==> run_1/placed.png <==
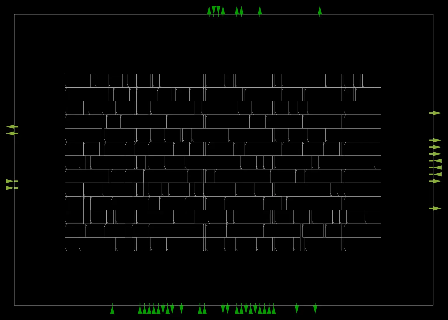
==> run_1/class_map.png <==
Fill, decap, tap and diode cells in gray.
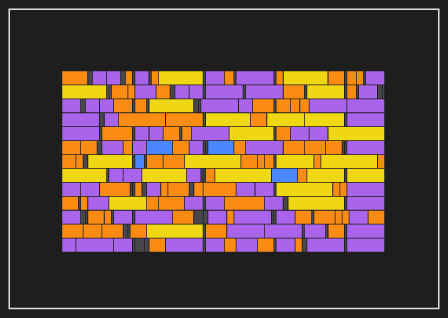
==> run_1/layers.png <==
Scale bar: 20 um. Only two layers are drawn.
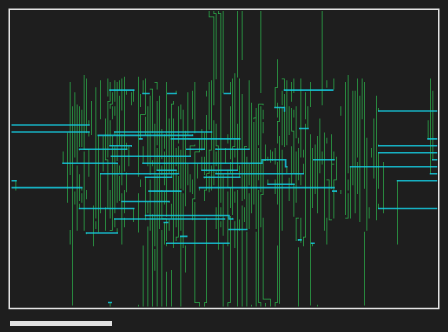
==> run_1/ff_map.png <==
Other sequential cells in the stronger gray, the rest of the logic in the fainter gray.
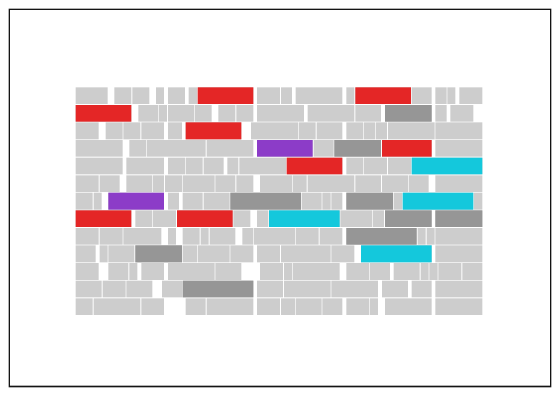
===== src/rtl/rotate_arbiter_if.sv =====
// Request, shifter and response signals for rotate_arbiter.
// slave is the arbiter's view. master is the view of the requesters, the shifter and the consumer.
interface rotate_arbiter_if;
  logic       req0_valid;
  logic       req0_ready;
  logic [3:0] req0_data;
  logic [1:0] req0_amt;
  logic       req0_dir;

  logic       req1_valid;
  logic       req1_ready;
  logic [3:0] req1_data;
  logic [1:0] req1_amt;
  logic       req1_dir;

  logic [3:0] rot_w;
  logic       rot_s0;
  logic       rot_s1;
  logic [3:0] rot_y;

  logic       rsp_valid;
  logic       rsp_ready;
  logic [3:0] rsp_data;
  logic       rsp_id;

  modport slave (
    input  req0_valid, req0_data, req0_amt, req0_dir,
    input  req1_valid, req1_data, req1_amt, req1_dir,
    input  rot_y, rsp_ready,
    output req0_ready, req1_ready,
    output rot_w, rot_s0, rot_s1,
    output rsp_valid, rsp_data, rsp_id
  );

  modport master (
    output req0_valid, req0_data, req0_amt, req0_dir,
    output req1_valid, req1_data, req1_amt, req1_dir,
    output rot_y, rsp_ready,
    input  req0_ready, req1_ready,
    input  rot_w, rot_s0, rot_s1,
    input  rsp_valid, rsp_data, rsp_id
  );
endinterface


===== src/rtl/rotate_arbiter.sv =====
// Round-robin arbiter that shares one external rotate-right shifter between two requesters.
// One request is in flight at a time: IDLE accepts it, ISSUE drives the shifter, RESP returns the result.
module rotate_arbiter #(
  parameter int CNT_W = 8
) (
  input  logic               clk,
  input  logic               rst,
  rotate_arbiter_if.slave    bus,
  output logic               busy,
  output logic [CNT_W-1:0]   op_count
);

  typedef enum logic [1:0] {
    IDLE  = 2'd0,
    ISSUE = 2'd1,
    RESP  = 2'd2
  } state_e;

  state_e           state_q, state_d;
  logic             last_grant_q, last_grant_d;
  logic [3:0]       data_q, data_d;
  logic [1:0]       sel_q, sel_d;
  logic             id_q, id_d;
  logic [3:0]       rsp_data_q, rsp_data_d;
  logic             rsp_id_q, rsp_id_d;
  logic [CNT_W-1:0] op_count_q, op_count_d;

  logic             any_valid;
  logic             grant_id;
  logic [1:0]       grant_amt;
  logic             grant_dir;

  // With both requesters pending, the one that was not granted last time wins.
  always_comb begin
    any_valid = bus.req0_valid | bus.req1_valid;
    grant_id  = (bus.req0_valid && bus.req1_valid) ? ~last_grant_q : ~bus.req0_valid;
    grant_amt = grant_id ? bus.req1_amt : bus.req0_amt;
    grant_dir = grant_id ? bus.req1_dir : bus.req0_dir;
  end

  // NOTE: every signal driven here gets a default first, so no path can leave one unassigned
  // and infer a latch.
  always_comb begin
    state_d        = state_q;
    last_grant_d   = last_grant_q;
    data_d         = data_q;
    sel_d          = sel_q;
    id_d           = id_q;
    rsp_data_d     = rsp_data_q;
    rsp_id_d       = rsp_id_q;
    op_count_d     = op_count_q;
    bus.req0_ready = 1'b0;
    bus.req1_ready = 1'b0;
    bus.rot_w      = 4'd0;
    bus.rot_s0     = 1'b0;
    bus.rot_s1     = 1'b0;

    unique case (state_q)
      IDLE: begin
        if (any_valid) begin
          bus.req0_ready = ~grant_id;
          bus.req1_ready = grant_id;
          last_grant_d   = grant_id;
          id_d           = grant_id;
          data_d         = grant_id ? bus.req1_data : bus.req0_data;
          // A left rotate by n is the same as a right rotate by (4 - n) mod 4.
          sel_d          = grant_dir ? 2'(2'd0 - grant_amt) : grant_amt;
          state_d        = ISSUE;
        end
      end
      ISSUE: begin
        bus.rot_w  = data_q;
        bus.rot_s0 = sel_q[0];
        bus.rot_s1 = sel_q[1];
        rsp_data_d = bus.rot_y;
        rsp_id_d   = id_q;
        state_d    = RESP;
      end
      RESP: begin
        if (bus.rsp_ready) begin
          op_count_d = op_count_q + CNT_W'(1);
          state_d    = IDLE;
        end
      end
      default: state_d = IDLE;
    endcase
  end

  // NOTE: state registers use non-blocking assignments so every flop samples pre-edge values.
  always_ff @(posedge clk) begin
    if (rst) begin
      state_q      <= IDLE;
      last_grant_q <= 1'b1;
      rsp_data_q   <= 4'd0;
      rsp_id_q     <= 1'b0;
      op_count_q   <= '0;
    end else begin
      state_q      <= state_d;
      last_grant_q <= last_grant_d;
      rsp_data_q   <= rsp_data_d;
      rsp_id_q     <= rsp_id_d;
      op_count_q   <= op_count_d;
    end
  end

  // NOTE: the captured request is left out of reset on purpose. It is only observed in ISSUE,
  // and ISSUE is always entered through a fresh capture.
  always_ff @(posedge clk) begin
    data_q <= data_d;
    sel_q  <= sel_d;
    id_q   <= id_d;
  end

  assign bus.rsp_valid = (state_q == RESP);
  assign bus.rsp_data  = rsp_data_q;
  assign bus.rsp_id    = rsp_id_q;
  assign busy          = (state_q != IDLE);
  assign op_count      = op_count_q;

endmodule


===== src/flat_wrapper.sv =====
// flat-port wrapper written by rule: the top's interface ports become plain ports
module rotate_arbiter_flat 
#(
  parameter int CNT_W = 8
)
  (clk, rst, busy, op_count, bus_req0_valid, bus_req0_data, bus_req0_amt, bus_req0_dir, bus_req1_valid, bus_req1_data, bus_req1_amt, bus_req1_dir, bus_rot_y, bus_rsp_ready, bus_req0_ready, bus_req1_ready, bus_rot_w, bus_rot_s0, bus_rot_s1, bus_rsp_valid, bus_rsp_data, bus_rsp_id);
  rotate_arbiter_if bus_i ();
  input  logic clk;
  input  logic rst;
  output logic busy;
  output logic [CNT_W-1:0] op_count;
  input wire logic [$bits(bus_i.req0_valid)-1:0] bus_req0_valid;
  input wire logic [$bits(bus_i.req0_data)-1:0] bus_req0_data;
  input wire logic [$bits(bus_i.req0_amt)-1:0] bus_req0_amt;
  input wire logic [$bits(bus_i.req0_dir)-1:0] bus_req0_dir;
  input wire logic [$bits(bus_i.req1_valid)-1:0] bus_req1_valid;
  input wire logic [$bits(bus_i.req1_data)-1:0] bus_req1_data;
  input wire logic [$bits(bus_i.req1_amt)-1:0] bus_req1_amt;
  input wire logic [$bits(bus_i.req1_dir)-1:0] bus_req1_dir;
  input wire logic [$bits(bus_i.rot_y)-1:0] bus_rot_y;
  input wire logic [$bits(bus_i.rsp_ready)-1:0] bus_rsp_ready;
  output wire logic [$bits(bus_i.req0_ready)-1:0] bus_req0_ready;
  output wire logic [$bits(bus_i.req1_ready)-1:0] bus_req1_ready;
  output wire logic [$bits(bus_i.rot_w)-1:0] bus_rot_w;
  output wire logic [$bits(bus_i.rot_s0)-1:0] bus_rot_s0;
  output wire logic [$bits(bus_i.rot_s1)-1:0] bus_rot_s1;
  output wire logic [$bits(bus_i.rsp_valid)-1:0] bus_rsp_valid;
  output wire logic [$bits(bus_i.rsp_data)-1:0] bus_rsp_data;
  output wire logic [$bits(bus_i.rsp_id)-1:0] bus_rsp_id;
  assign bus_i.req0_valid = bus_req0_valid;
  assign bus_i.req0_data = bus_req0_data;
  assign bus_i.req0_amt = bus_req0_amt;
  assign bus_i.req0_dir = bus_req0_dir;
  assign bus_i.req1_valid = bus_req1_valid;
  assign bus_i.req1_data = bus_req1_data;
  assign bus_i.req1_amt = bus_req1_amt;
  assign bus_i.req1_dir = bus_req1_dir;
  assign bus_i.rot_y = bus_rot_y;
  assign bus_i.rsp_ready = bus_rsp_ready;
  assign bus_req0_ready = bus_i.req0_ready;
  assign bus_req1_ready = bus_i.req1_ready;
  assign bus_rot_w = bus_i.rot_w;
  assign bus_rot_s0 = bus_i.rot_s0;
  assign bus_rot_s1 = bus_i.rot_s1;
  assign bus_rsp_valid = bus_i.rsp_valid;
  assign bus_rsp_data = bus_i.rsp_data;
  assign bus_rsp_id = bus_i.rsp_id;
  rotate_arbiter #(.CNT_W(CNT_W)) u_core (.clk(clk), .rst(rst), .bus(bus_i), .busy(busy), .op_count(op_count));
endmodule

===== config.mk =====
export PLATFORM = sky130hd
export DESIGN_NAME = rotate_arbiter_flat
export DESIGN_NICKNAME = d
export VERILOG_FILES = /design/src/rtl/rotate_arbiter_if.sv /design/src/rtl/rotate_arbiter.sv /design/src/flat_wrapper.sv
export SDC_FILE = /design/constraint.sdc
export NUM_CORES = 1
export LEC_CHECK = 0
export ABC_CLOCK_PERIOD_IN_PS = 1350
export CORE_ASPECT_RATIO = 0.6
export CORE_MARGIN = 10
export CORE_UTILIZATION = 42
export CTS_BUF_LIST = sky130_fd_sc_hd__clkbuf_2 sky130_fd_sc_hd__clkbuf_4 sky130_fd_sc_hd__clkbuf_8
export DETAILED_ROUTE_END_ITERATION = 8
export PLACE_DENSITY = 0.81
export SLEW_MARGIN = 20
export SYNTH_ARGS = -nofsm -noshare
export SYNTH_HDL_FRONTEND = slang
export SYNTH_SLANG_ARGS = --single-unit

===== constraint.sdc =====
create_clock -name clk -period 1.35 [get_ports clk]
set_input_delay 0.135 -clock clk [delete_from_list [all_inputs] [get_ports clk]]
set_output_delay 0.135 -clock clk [all_outputs]
set_load 0.1 [all_outputs]

==> run notes, run 1 <==
run metrics: Cell Area, Synth=0.00102 sq mm, initial antenna violation count=0, Sum Neg Setup Slack=-1.77 ns, crit start category=flop, worst reg2reg startpoint=u_core.op_count[0], post-DP HPWL=2.87 mm, top-count cell post-synth=dfxtp_1, failing checks=negative setup slack, Synth cell types=26, Ports=46, gpl congestion=0.847, status=complete, but fails checks, CP max-delay cell=dfxtp_4, CP Capture Type=output port, DRC errors left=0, FF-to-FF path depth=5, total grt overflow=0, first-pass GRT wire length=6.80 mm, Critical path origin=u_core.state_q[0], RSZ-0062 raised after global routing=yes, Iter 0 DRT Violations=117, max cap viols=0, clock sinks=23, critical path peak fanout=4, Insertion Delay late pin=0.27 ns, Synth top area share=31.4%, CTS Buf Count=3, crit path to=bus_req0_ready, floorplan utilization=45.7%, Seq share, synth=52.1%, port bufs=45, CP required=1.22 ns, Pre-antenna DRT Iters=4, layout cell share with drive strength beyond 1=54.4%, dpl cells=186, Pleak=0.835 nW, FF/Latch Area=566 sq um, Hold Slack=0.455 ns, Avg Cell Area, Syn=9.99 sq um, CP dominant cell by count=nor2_4, # fillers=45, vias per cell=5.72, Synth flops=23, crit path buf inv count=3, Slew HR=77.9%, Die Width=83.6 um, Worst Tran Pin Value=0.331 ns, Final Hold Vio Count=0, Die Height=58.1 um, cell taking the most area after synthesis=dfxtp_1, clk slew on worst S/H paths=0.09 ns, Cells after Synth=102, type of the worst setup path=reg2out, critical path arrival=1.38 ns, number of nets with antenna violations after routing=0, reg2reg end=u_core.op_count[4], yosys warning tally=0, Setup Viol. Count Final=19, Longest Clk Path Bufs=2, Post-synth EDFFs=7, Floorplan Nets=126, chip area=0.00486 sq mm, Fmax=661 MHz, fin crit share=112%, worst min path class=in2reg, largest net degree at the start of global routing=14, R2R setup slack=-0.11 ns, CP Depth=5, H-tree depth=1, worst setup margin=-0.162 ns, fin nets=196, Max VDD drop=0.000831 V, yosys stat cell total=102, asr flop ratio synth=0%, TritonCTS clock tree=done, worst-path cell chain=nor2_4 -> buf_6 -> clkinvlp_4 -> nor2_4 -> buf_12, logic area=606 sq um, top cells by count=dfxtp_1 (16), nand2_1 (14), a21oi_1 (12), edfxtp_1 (7), and2_1 (6), max-slew violation count=0, root buffer selected by CTS=clkbuf_8, min Tclk post-route=1.51 ns, vias in the first global route=1,195, top cells, area=dfxtp_1 (31%), edfxtp_1 (21%), a21oi_1 (5.9%), Log Warnings=29, Main synth FF type=dfxtp_1, # diodes=0, Chip Area, Yosys=0.00102 sq mm, CP delay by family, top=buffers and inverters
Notes on placed.png above:
core area: 0.00223 sq mm
Cell Rows: 13
Layout Cells excl Fill: 201
flop count: 23
utilization after layout: 96.1%

Notes on class_map.png above:
[remaining buffers and delay cells] purple | cells: 67
[clock drivers and dummy loads] blue | cells: 4
[sequential cells] yellow | cells: 23
[remaining logic cells] orange | cells: 77

Notes on layers.png above:
[M2] green | wire length: 2,550 um
[M3] cyan | wire length: 449 um
wirelength, routed: 5.09 mm
vias: 1,150
Tot GR Track Use: 17.9%
DR WL/cell: 25.3 um

Notes on ff_map.png above:
[u_core.state_q] purple | sequential cells: 2
[u_core.data_q] cyan | sequential cells: 4 | where: right middle
[u_core.op_count] red | sequential cells: 8
seq pwr: 0.794 mW
sequential cell area share: 26.4%

==> run 1: registers in the layout (all words and copies together), names as in the netlist <==
name and count:
u_core.state_q 2, u_core.sel_q 2, u_core.op_count 8, u_core.bus.rsp_id 1, u_core.id_q 1, u_core.bus.rsp_data 4
u_core.data_q 4, u_core.last_grant_q 1
==> run 1: per-stage QoR <==
| step | setup slack [ns] | total power, mW | util [%] | instance area [sq um] |
|---|---|---|---|---|
| final | -0.162 | 2.07 | 96.1 | 2140 |
| after floorplan | -0.388 | 1.22 | - | 1120 |
| after global placement | -0.183 | 1.52 | 86.1 | 1920 |
| after CTS | -0.0976 | 2.00 | 91.5 | 2040 |
| after global routing | -0.198 | 2.13 | 96.1 | 2140 |
| after detailed placement | -0.251 | 1.55 | 86.1 | 1920 |
==> run 1: logic make-up after synthesis <==
kind of cell | after synthesis | share of synthesized area (%)
DFF | 23 | 52.1
adders and majority gates | 1 | 1.23
muxes | 7 | 7.49
AOI/OAI and AO/OA | 20 | 11.2
xor gates and xnor gates | 4 | 3.44
buffers and inverters | 6 | 2.21
and+or+nand+nor | 41 | 22.4
==> run 1: worst min path at each step <==
stage	start	to	slack [ns]	depth (start not counted)
final	bus_rot_y[2]	u_core.bus.rsp_data[2]	0.45	3
after global routing	bus_rot_y[2]	u_core.bus.rsp_data[2]	0.46	3
after CTS	bus_rot_y[3]	u_core.bus.rsp_data[3]	0.45	3
after detailed placement	u_core.op_count[7]	u_core.op_count[7]	0.50	2
after global placement	u_core.op_count[7]	u_core.op_count[7]	0.48	2
after floorplan	rst	u_core.op_count[4]	0.19	1
==> run 1: layout make-up <==
cell class,count,share of cell area (%)
repair buffers,67,40.4
multi-input cells,73,28.3
flip-flops and latches,23,26.4
clock buffers,3,1.93
well taps,30,1.75
inverters,4,1.05
clock inverters,1,0.234
==> run 1: timing repair <==
| action | CTS | global route |
|---|---|---|
| hold buffers | 0 | 0 |
| buffers inserted | 7 | 4 |
| endpoints found under the setup margin | 11 | 27 |
| pin swaps | 5 | 9 |
| gates resized | 9 | 17 |
==> run 1: worst reg2reg max path, delay by kind of cell, from the launching register on <==
kind,cells,cell delay (ns)
compound gates,1,0.14
fa+ha+maj,1,0.14
buf+inv,1,0.21
flops,1,0.41
simple gates,2,0.50
==> run 1: placed cells by master (no fill, tap or decap), types with 5 or more instances in the layout <==
| cell type | Yosys | routed |
|---|---|---|
| buf_4 | 0 | 17 |
| nand2_1 | 14 | 14 |
| dfxtp_1 | 16 | 6 |
| edfxtp_1 | 7 | 7 |
| dfxtp_4 | 0 | 9 |
| buf_6 | 0 | 5 |
| buf_12 | 0 | 23 |
| clkdlybuf4s50_1 | 0 | 22 |
| a21oi_1 | 12 | 9 |
| mux2_2 | 5 | 5 |
| and2_4 | 0 | 6 |
==> run 1: routing by layer <==
metal	vias to the layer above	GRT usage, %	routed length [um]
met5	-	0	0
met4	0	6.65	187
met3	20	5.44	449
met2	81	35.1	2550
met1	554	17.6	1900
li1	495	-	-
==> run 1: report_power, final <==
part / switching (mW) / total [mW] / internal [mW]
logic: 0.482 / 0.825 / 0.344
registers: 0.0404 / 0.794 / 0.753
clock network: 0.240 / 0.447 / 0.207
total: 0.762 / 2.07 / 1.30
==> run_1/route_heat.png <==
Scale bar: 20 um. 17 x 12 tiles, from black (low) to pale yellow (high), scaled to the fullest tile. Values are wire area over tile area, all layers added.
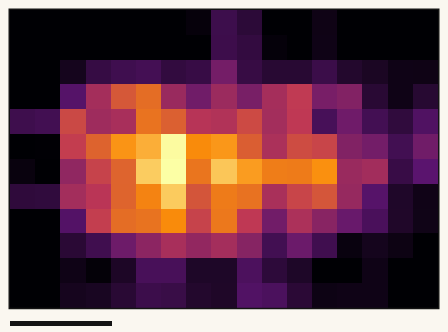

--- run 2 (diff from run 1) ---
--- a/config.mk
+++ b/config.mk
@@ -10,8 +10,11 @@
 export CORE_MARGIN = 10
 export CORE_UTILIZATION = 42
 export CTS_BUF_LIST = sky130_fd_sc_hd__clkbuf_2 sky130_fd_sc_hd__clkbuf_4 sky130_fd_sc_hd__clkbuf_8
+export CTS_CLUSTER_DIAMETER = 50
 export DETAILED_ROUTE_END_ITERATION = 8
+export MAX_ROUTING_LAYER = met4
 export PLACE_DENSITY = 0.81
+export RECOVER_POWER = 100
 export SLEW_MARGIN = 20
 export SYNTH_ARGS = -nofsm -noshare
 export SYNTH_HDL_FRONTEND = slang
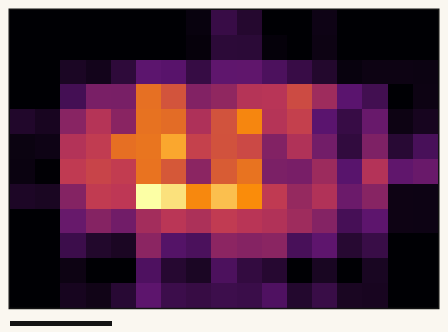
(run_2/route_heat.png)
Scale bar: 20 um. 17 x 12 tiles, from black (low) to pale yellow (high), scaled to the fullest tile. Values are wire area over tile area, all layers added.
tiles over half the peak: 15%
densest ninth of the die: middle
fullest tile: 0.81
nearly empty tiles: 25%
mean over tiles: 0.18

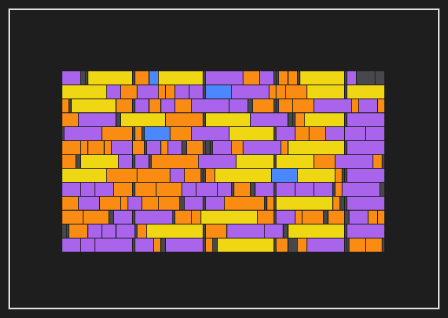
(run_2/class_map.png)
Fill, decap, tap and diode cells in gray.
[sequential cells] yellow | cells: 23
[remaining logic cells] orange | cells: 77
[remaining buffers and delay cells] purple | cells: 68
[clock drivers and dummy loads] blue | cells: 4

==> run 2 against run 1 <==
  * Highest routed layer unchanged
  * Global-route usage is 0.59 points higher
  * Critical path depth stayed put
  * Via count rose by 4.3%
  * Clock skew hardly changed
  * The flow still finishes with violations (negative setup slack)
  * Setup slack worse by 0.0023 ns
  * Largest cell class unchanged
  * Sequential share of layout area up 0.093 points
  * Die area unchanged
  * Routed wire length is 6.9% higher
  * Final area is 0.35% lower
  * Combinational power is 1% higher
  * Fmax down 0.15%
  * Worst hold slack better by 0.017 ns
==> run notes, run 2 <==
run metrics: power consumption=2.07 mW (about the same), Max VDD drop=0.000642 V (was 0.000831 V), Tot GR Track Use=18.5% (was 17.9%), Cells after Synth=102 (unchanged), met2 GRT Util=35.0% (was 35.1%), core area=0.00223 sq mm (unchanged), top-count cell post-synth=dfxtp_1 (unchanged), Die Height=58.1 um (unchanged), clock sinks=23 (unchanged), crit path buf inv count=1 (was 3), top cells by count=dfxtp_1 (16), nand2_1 (14), a21oi_1 (12), edfxtp_1 (7), and2_1 (6) (unchanged), Hold Crit Endpoint=u_core.bus.rsp_data[2] (unchanged), yosys warning tally=0 (unchanged), vias per cell=5.94 (was 5.72), number of nets with antenna violations after routing=0 (unchanged), Cell Area, Synth=0.00102 sq mm (unchanged), worst min path class=in2reg (unchanged), vias=1,199 (was 1,150), Die Width=83.6 um (unchanged), CP max-delay cell=dfxtp_4 (unchanged), # hold bufs at CTS=0 (unchanged), initial antenna violation count=0 (unchanged), Fmax=660 MHz (was 661 MHz), Main synth FF type=dfxtp_1 (unchanged), gpl congestion=0.860 (was 0.847), Clk network pwr share=21.4% (was 21.6%), Finished Cell Area=0.00213 sq mm (was 0.00214 sq mm), sw frac=36.9% (about the same), first-pass GRT wire length=6.82 mm (was 6.80 mm), asr flop ratio synth=0% (unchanged), reg2reg end=u_core.op_count[4] (unchanged), min Tclk post-route=1.51 ns (about the same), CP delay by family, top=simple AND/OR/NAND/NOR gates (was buffers and inverters), root buffer selected by CTS=clkbuf_8 (unchanged), combinational power share=40.3% (was 40.0%), port bufs=45 (unchanged), TritonCTS clock tree=done (unchanged), Hold Path Stages=3 (unchanged), Int Pwr=1.31 mW (was 1.30 mW), CP Capture Type=flop (was output port), DR WL/cell=26.9 um (was 25.3 um), Pre-antenna DRT Iters=5 (was 4), Place WS=-0.251 ns (unchanged), DRC errors left=0 (unchanged), Slew HR=67.4% (was 77.9%), post-DP HPWL=2.87 mm (unchanged), Pleak=0.837 nW (was 0.835 nW), yosys stat cell total=102 (unchanged), H-tree depth=1 (unchanged), worst reg2reg startpoint=u_core.op_count[0] (unchanged), hold_sp=bus_rot_y[2] (unchanged), routing usage on met1=18.3% (was 17.6%), clk slew on worst S/H paths=0.09 ns (about the same), Synth flops=23 (unchanged), Hold Slack=0.472 ns (was 0.455 ns), fin crit share=112% (about the same), max-slew violation count=0 (unchanged), Sw Pwr=0.766 mW (was 0.762 mW), wirelength, routed=5.44 mm (was 5.09 mm), critical path peak fanout=4 (unchanged), Synth top area share=31.4% (unchanged), chip area=0.00486 sq mm (unchanged), vias in the first global route=1,186 (was 1,195), # diodes=0 (unchanged), fin nets=197 (was 196), Seq share, synth=52.1% (unchanged), Floorplan Nets=126 (unchanged), Worst Tran Pin Value=0.492 ns (was 0.331 ns), worst setup margin=-0.164 ns (was -0.162 ns), Iter 0 DRT Violations=85 (was 117), critical path arrival=1.70 ns (was 1.38 ns), dpl cells=186 (unchanged), CTS Buf Count=3 (unchanged), total grt overflow=0 (unchanged), max cap viols=0 (unchanged), part of the power in registers=38.3% (was 38.4%), Log Warnings=29 (unchanged), top cells, area=dfxtp_1 (31%), edfxtp_1 (21%), a21oi_1 (5.9%) (unchanged), type of the worst setup path=reg2reg (was reg2out), FF-to-FF path depth=5 (unchanged), Post-synth EDFFs=7 (unchanged), layout cell share with drive strength beyond 1=54.7% (was 54.4%), Synth cell types=26 (unchanged), floorplan utilization=45.7% (unchanged), failing checks=negative setup slack (unchanged), CP required=1.54 ns (was 1.22 ns), status=complete, but fails checks (unchanged), Largest register FFs=8 (unchanged), busiest grt layer=met2 (unchanged), Final Hold Vio Count=0 (unchanged), RSZ-0062 raised after global routing=yes (unchanged), Longest Clk Path Bufs=2 (unchanged), Ports=46 (unchanged), R2R setup slack=-0.16 ns (was -0.11 ns), Setup Viol. Count Final=20 (was 19), crit start category=flop (unchanged), Cell Rows=13 (unchanged), largest net degree at the start of global routing=14 (unchanged), DP Area=0.00192 sq mm (unchanged), Sum Neg Setup Slack=-1.81 ns (was -1.77 ns), M3 GR Usage=4.60% (was 5.44%), cell taking the most area after synthesis=dfxtp_1 (unchanged), Chip Area, Yosys=0.00102 sq mm (unchanged), pwr dens=971 mW/mm^2 (was 964 mW/mm^2), Insertion Delay late pin=0.27 ns (about the same), worst-path cell chain=ha_4 -> nand4b_1 -> buf_4 -> or3_4 -> a21oi_2 (was nor2_4 -> buf_6 -> clkinvlp_4 -> nor2_4 -> buf_12)
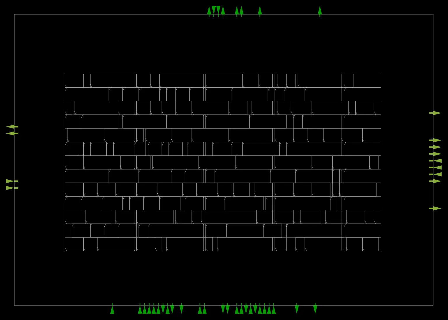
(run_2/placed.png)
# fillers: 44
sequential cell area share: 26.5%
Layout Cells excl Fill: 202
utilization after layout: 95.8%
n_taps: 30

## run 2: cell types whose count changed in the layout (fill, tap and decap cells not counted), sizes merged
cell / delta
buf: +1
## run 2: cells by family after synthesis
kind of cell,count (synthesis),share of synthesized area [%]
buffers and inverters,6,2.21
adder cells (fa/ha/maj),1,1.23
AND-OR/OR-AND,20,11.2
flip-flops,23,52.1
multiplexers,7,7.49
XOR/XNOR,4,3.44
AND/OR/NAND/NOR,41,22.4
## run 2: worst max path at each step
stage | startpoint | endpoint | slack, ns | cells after the start
global route | u_core.op_count[0] | u_core.op_count[4] | -0.20 | 5
detailed placement | bus_req1_valid | u_core.data_q[0] | -0.25 | 4
global placement | bus_req1_valid | u_core.data_q[2] | -0.18 | 4
finish | u_core.op_count[0] | u_core.op_count[4] | -0.16 | 5
CTS | u_core.state_q[1] | bus_req1_ready | -0.1 | 5
floorplan | u_core.state_q[0] | bus_req0_ready | -0.39 | 3
## run 2: worst min-delay path: cells and delay by family
| kind | cells | cell delay (ns) |
|---|---|---|
| buffers and inverters | 1 | 0.41 |
| AND/OR/NAND/NOR | 1 | 0.08 |
| AND-OR/OR-AND | 1 | 0.07 |
## run 2: per-layer routing
| layer | wire length [um] | vias to the layer above |
|---|---|---|
| met4 | 259 | 0 |
| met5 | 0 | - |
| met2 | 2770 | 73 |
| met1 | 2020 | 603 |
| li1 | - | 498 |
| met3 | 393 | 25 |
## run 2: area by class of cell
| cell class | instances | area (sq um) | area share [%] |
|---|---|---|---|
| Timing Repair Buffer | 68 | 857 | 40.2 |
| Inverter | 4 | 22.5 | 1.06 |
| Clock inverter | 1 | 5.00 | 0.234 |
| Clock buffer | 3 | 41.3 | 1.93 |
| Tap cell | 30 | 37.5 | 1.76 |
| Sequential cell | 23 | 566 | 26.5 |
| Multi-Input combinational cell | 73 | 606 | 28.4 |
## run 2: power groups by stage
stage	clock [mW]	combinational, mW	sequential (mW)
3_5_place_dp	0	0.743	0.807
5_1_grt	0.482	0.852	0.796
6_report	0.444	0.835	0.794
3_3_place_gp	0	0.721	0.804
2_1_floorplan	0	0.344	0.878
4_1_cts	0.437	0.779	0.788
## run 2: what timing repair did
item                                   CTS  global route
setup endpoints to repair               11            27
endpoints found under the hold margin    0             0
pin swaps                                5             9
gates cloned                             0             0
buffers inserted                         7             5
resized                                  9            17
==> run_2/layers.png <==
Scale bar: 20 um. Only two layers are drawn.
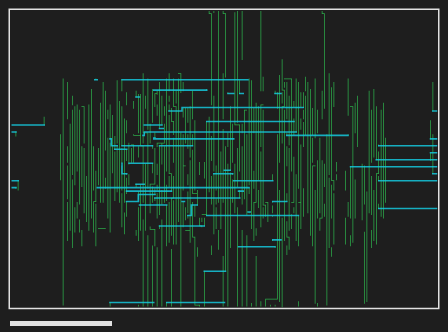

--- run 3 (diff from run 2) ---
--- a/config.mk
+++ b/config.mk
@@ -13,7 +13,7 @@
 export CTS_CLUSTER_DIAMETER = 50
 export DETAILED_ROUTE_END_ITERATION = 8
 export MAX_ROUTING_LAYER = met4
-export PLACE_DENSITY = 0.81
+export PLACE_DENSITY = 0.8
 export RECOVER_POWER = 100
 export SLEW_MARGIN = 20
 export SYNTH_ARGS = -nofsm -noshare
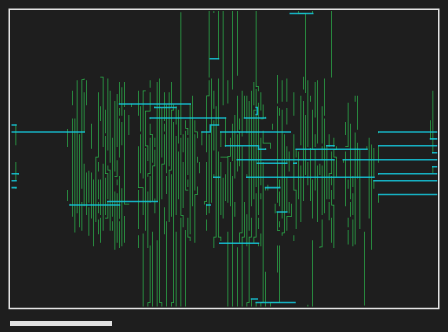
(run_3/layers.png)
Scale bar: 20 um. Only two layers are drawn.
[M3] cyan | wire length: 273 um
[M2] green | wire length: 2,430 um
Tot GR Track Use: 16.4%
wirelength, routed: 4.62 mm
DR WL/cell: 23.1 um

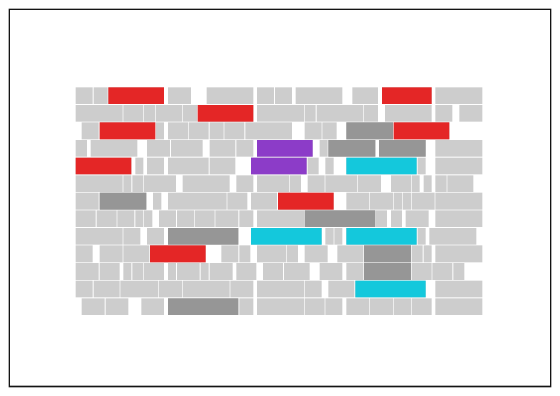
(run_3/ff_map.png)
Other sequential cells in the stronger gray, the rest of the logic in the fainter gray.
[u_core.op_count] red | sequential cells: 8
[u_core.state_q] purple | sequential cells: 2
[u_core.data_q] cyan | sequential cells: 4
not colored: 9

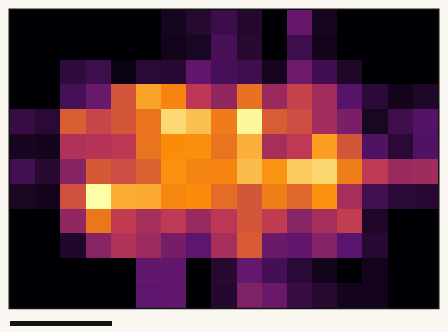
(run_3/route_heat.png)
Scale bar: 20 um. 17 x 12 tiles, from black (low) to pale yellow (high), scaled to the fullest tile. Values are wire area over tile area, all layers added.
nearly empty tiles: 27%
mean over tiles: 0.15
fullest tile: 0.53

==> run 3 against run 2 <==
  * Clock-buffer cell count is the same
  * Clock power shrank 4%
  * Final cell count shrank 0.99%
  * The run still ends with negative setup slack left
  * Via count shrank 7.9%
  * Clock skew shrank 0.0011 ns
  * Critical path depth is the same
  * Synthesized cell count is the same
  * Global-route usage shrank 2.1 points
  * Sequential share of layout area grew 0.83 points
  * Flip-flop count is the same
  * Setup slack gained 0.035 ns
==> run notes, run 3 <==
run metrics: part of the power in registers=39.4% (was 38.3%), H-tree depth=1 (unchanged), sw frac=35.9% (was 36.9%), worst setup margin=-0.129 ns (was -0.164 ns), yosys stat cell total=102 (unchanged), Pre-antenna DRT Iters=4 (was 5), TritonCTS clock tree=done (unchanged), total grt overflow=0 (unchanged), Pleak=0.819 nW (was 0.837 nW), Finished Cell Area=0.00207 sq mm (was 0.00213 sq mm), post-DP HPWL=2.66 mm (was 2.87 mm), first-pass GRT wire length=6.29 mm (was 6.82 mm), Layout area overhead=103% (was 110%), top-count cell post-synth=dfxtp_1 (unchanged), layout cell share with drive strength beyond 1=49.1% (was 54.7%), CP required=1.22 ns (was 1.54 ns), Max VDD drop=0.000768 V (was 0.000642 V), CTS Buf Count=3 (unchanged), Int Pwr=1.29 mW (was 1.31 mW), # fillers=68 (was 44), vias in the first global route=1,160 (was 1,186), vias=1,104 (was 1,199), min Tclk post-route=1.48 ns (was 1.51 ns), Ports=46 (unchanged), # hold bufs at CTS=0 (unchanged), RSZ-0062 raised after global routing=yes (unchanged), Worst Tran Pin Value=0.321 ns (was 0.492 ns), dpl cells=186 (unchanged), most frequent cells in the layout=buf_12 (23), clkdlybuf4s50_1 (20), buf_4 (18), nand2_1 (14), a21oi_1 (10) (was clkdlybuf4s50_1 (22), buf_12 (22), buf_4 (18), nand2_1 (14)), port bufs=45 (unchanged), root buffer selected by CTS=clkbuf_8 (unchanged), Clk network pwr share=21.2% (was 21.4%), Iter 0 DRT Violations=99 (was 85), Setup Viol. Count Final=10 (was 20), Hold Slack=0.354 ns (was 0.472 ns), Die Width=83.6 um (unchanged), critical path peak fanout=6 (was 4), FF-to-FF path depth=3 (was 5), Die Height=58.1 um (unchanged), Cell Area, Synth=0.00102 sq mm (unchanged), Sw Pwr=0.724 mW (was 0.766 mW), Final Hold Vio Count=0 (unchanged), largest net degree at the start of global routing=14 (unchanged), clk slew on worst S/H paths=0.08 ns (was 0.09 ns), worst min path class=in2reg (unchanged), Cell Rows=13 (unchanged), Avg Cell Area, Syn=9.99 sq um (unchanged), Place WS=-0.283 ns (was -0.251 ns), CP Capture Type=output port (was flop), utilization after layout=92.9% (was 95.8%), Layout Cells excl Fill=200 (was 202), vias per cell=5.52 (was 5.94), Log Warnings=29 (unchanged), top cells by count=dfxtp_1 (16), nand2_1 (14), a21oi_1 (12), edfxtp_1 (7), and2_1 (6) (unchanged), status=complete, but fails checks (unchanged), Chip Area, Yosys=0.00102 sq mm (unchanged), type of the worst setup path=reg2out (was reg2reg), chip area=0.00486 sq mm (unchanged), Post-synth EDFFs=7 (unchanged), Hold Path Stages=2 (was 3), top cells, area=dfxtp_1 (31%), edfxtp_1 (21%), a21oi_1 (5.9%) (unchanged), pwr dens=973 mW/mm^2 (was 971 mW/mm^2), clock sinks=23 (unchanged), yosys warning tally=0 (unchanged), Synth top area share=31.4% (unchanged), max cap viols=0 (unchanged), core area=0.00223 sq mm (unchanged), critical path arrival=1.34 ns (was 1.70 ns), fin crit share=110% (was 112%), Synth flops=23 (unchanged), Largest register FFs=8 (unchanged), floorplan utilization=45.7% (unchanged), failing checks=negative setup slack (unchanged), dominant logic cell type in the layout=buf_12, cell taking the most area after synthesis=dfxtp_1 (unchanged), fin nets=194 (was 197), Fmax=676 MHz (was 660 MHz), DP Area=0.00192 sq mm (unchanged), Floorplan Nets=126 (unchanged), Cells after Synth=102 (unchanged), Slew HR=78.4% (was 67.4%)
==> run 3: cell count changes in the layout (fill, tap and decap cells not counted), moves of 2 or more <==
cell	before	now
or3_1	0	2
clkdlybuf4s50_1	22	20
buf_6	5	2
or3_4	3	1
==> run 3: layout make-up <==
type,count,area (sq um),share of cell area [%]
inverters,4,18.8,0.907
diodes,1,2.50,0.121
clock inverters,1,5.00,0.242
flip-flops and latches,23,566,27.3
clock buffers,3,41.3,2.00
well taps,30,37.5,1.81
multi-input cells,73,559,27.0
repair buffers,65,840,40.6
==> run 3: cells by family (layout without fill, tap and decap cells) <==
| logic type | after synthesis | in the layout | synth area share [%] |
|---|---|---|---|
| adder cells (fa/ha/maj) | 1 | 1 | 1.23 |
| other | 0 | 1 | 0 |
| AND/OR/NAND/NOR | 41 | 41 | 22.4 |
| XOR/XNOR | 4 | 4 | 3.44 |
| buffers and inverters | 6 | 73 | 2.21 |
| multiplexers | 7 | 7 | 7.49 |
| flip-flops | 23 | 23 | 52.1 |
| AND-OR/OR-AND | 20 | 20 | 11.2 |
==> run 3: metal layers <==
metal	share of wire [%]	vias up	track usage, %
li1	-	489	-
met5	0	-	-
met2	53	57	30.9
met3	5.9	10	4.32
met4	2.6	0	5.46
met1	39	548	16.4
==> run 3: critical path: stages, from the launching register on <==
cell and delay, ns:
dfxtp_4 0.38, nor2_4 0.13, buf_6 0.12, clkinvlp_4 0.10
nor2_4 0.15, buf_12 0.18
==> run 3: repair_timing <==
item                                    4_1_cts  5_1_grt
pin swaps                                     7        6
endpoints found under the setup margin        9       14
hold endpoints to repair                      0        0
buffers inserted                              5        5
gates resized                                 6        9
==> run 3: path summary, 6_finish.rpt <==
path	from	end	slack [ns]
worst max-delay path	u_core.state_q[0]	bus_req0_ready	-0.13
worst min-delay path	bus_req1_valid	u_core.last_grant_q	0.35
worst max register to register	u_core.last_grant_q	u_core.data_q[3]	0.01
worst min register to register	u_core.bus.rsp_data[2]	u_core.bus.rsp_data[2]	0.52
==> run 3: per-stage QoR <==
| stage | setup TNS (ns) | power (mW) |
|---|---|---|
| 2_1_floorplan | -0.747 | 1.22 |
| 3_3_place_gp | -2.08 | 1.52 |
| 3_5_place_dp | -2.98 | 1.53 |
| 4_1_cts | -0.386 | 1.97 |
| 5_1_grt | -1.02 | 2.07 |
| 6_report | -0.563 | 2.01 |
==> run 3: power by group through the flow <==
stage,Combinational [mW],Sequential (mW),Clock (mW)
2_1_floorplan,0.344,0.878,0
4_1_cts,0.755,0.788,0.427
6_report,0.793,0.793,0.428
3_5_place_dp,0.727,0.807,0
3_3_place_gp,0.713,0.804,0
5_1_grt,0.815,0.796,0.455
Power figures rest on the tool's default switching activity, not on a simulated workload.
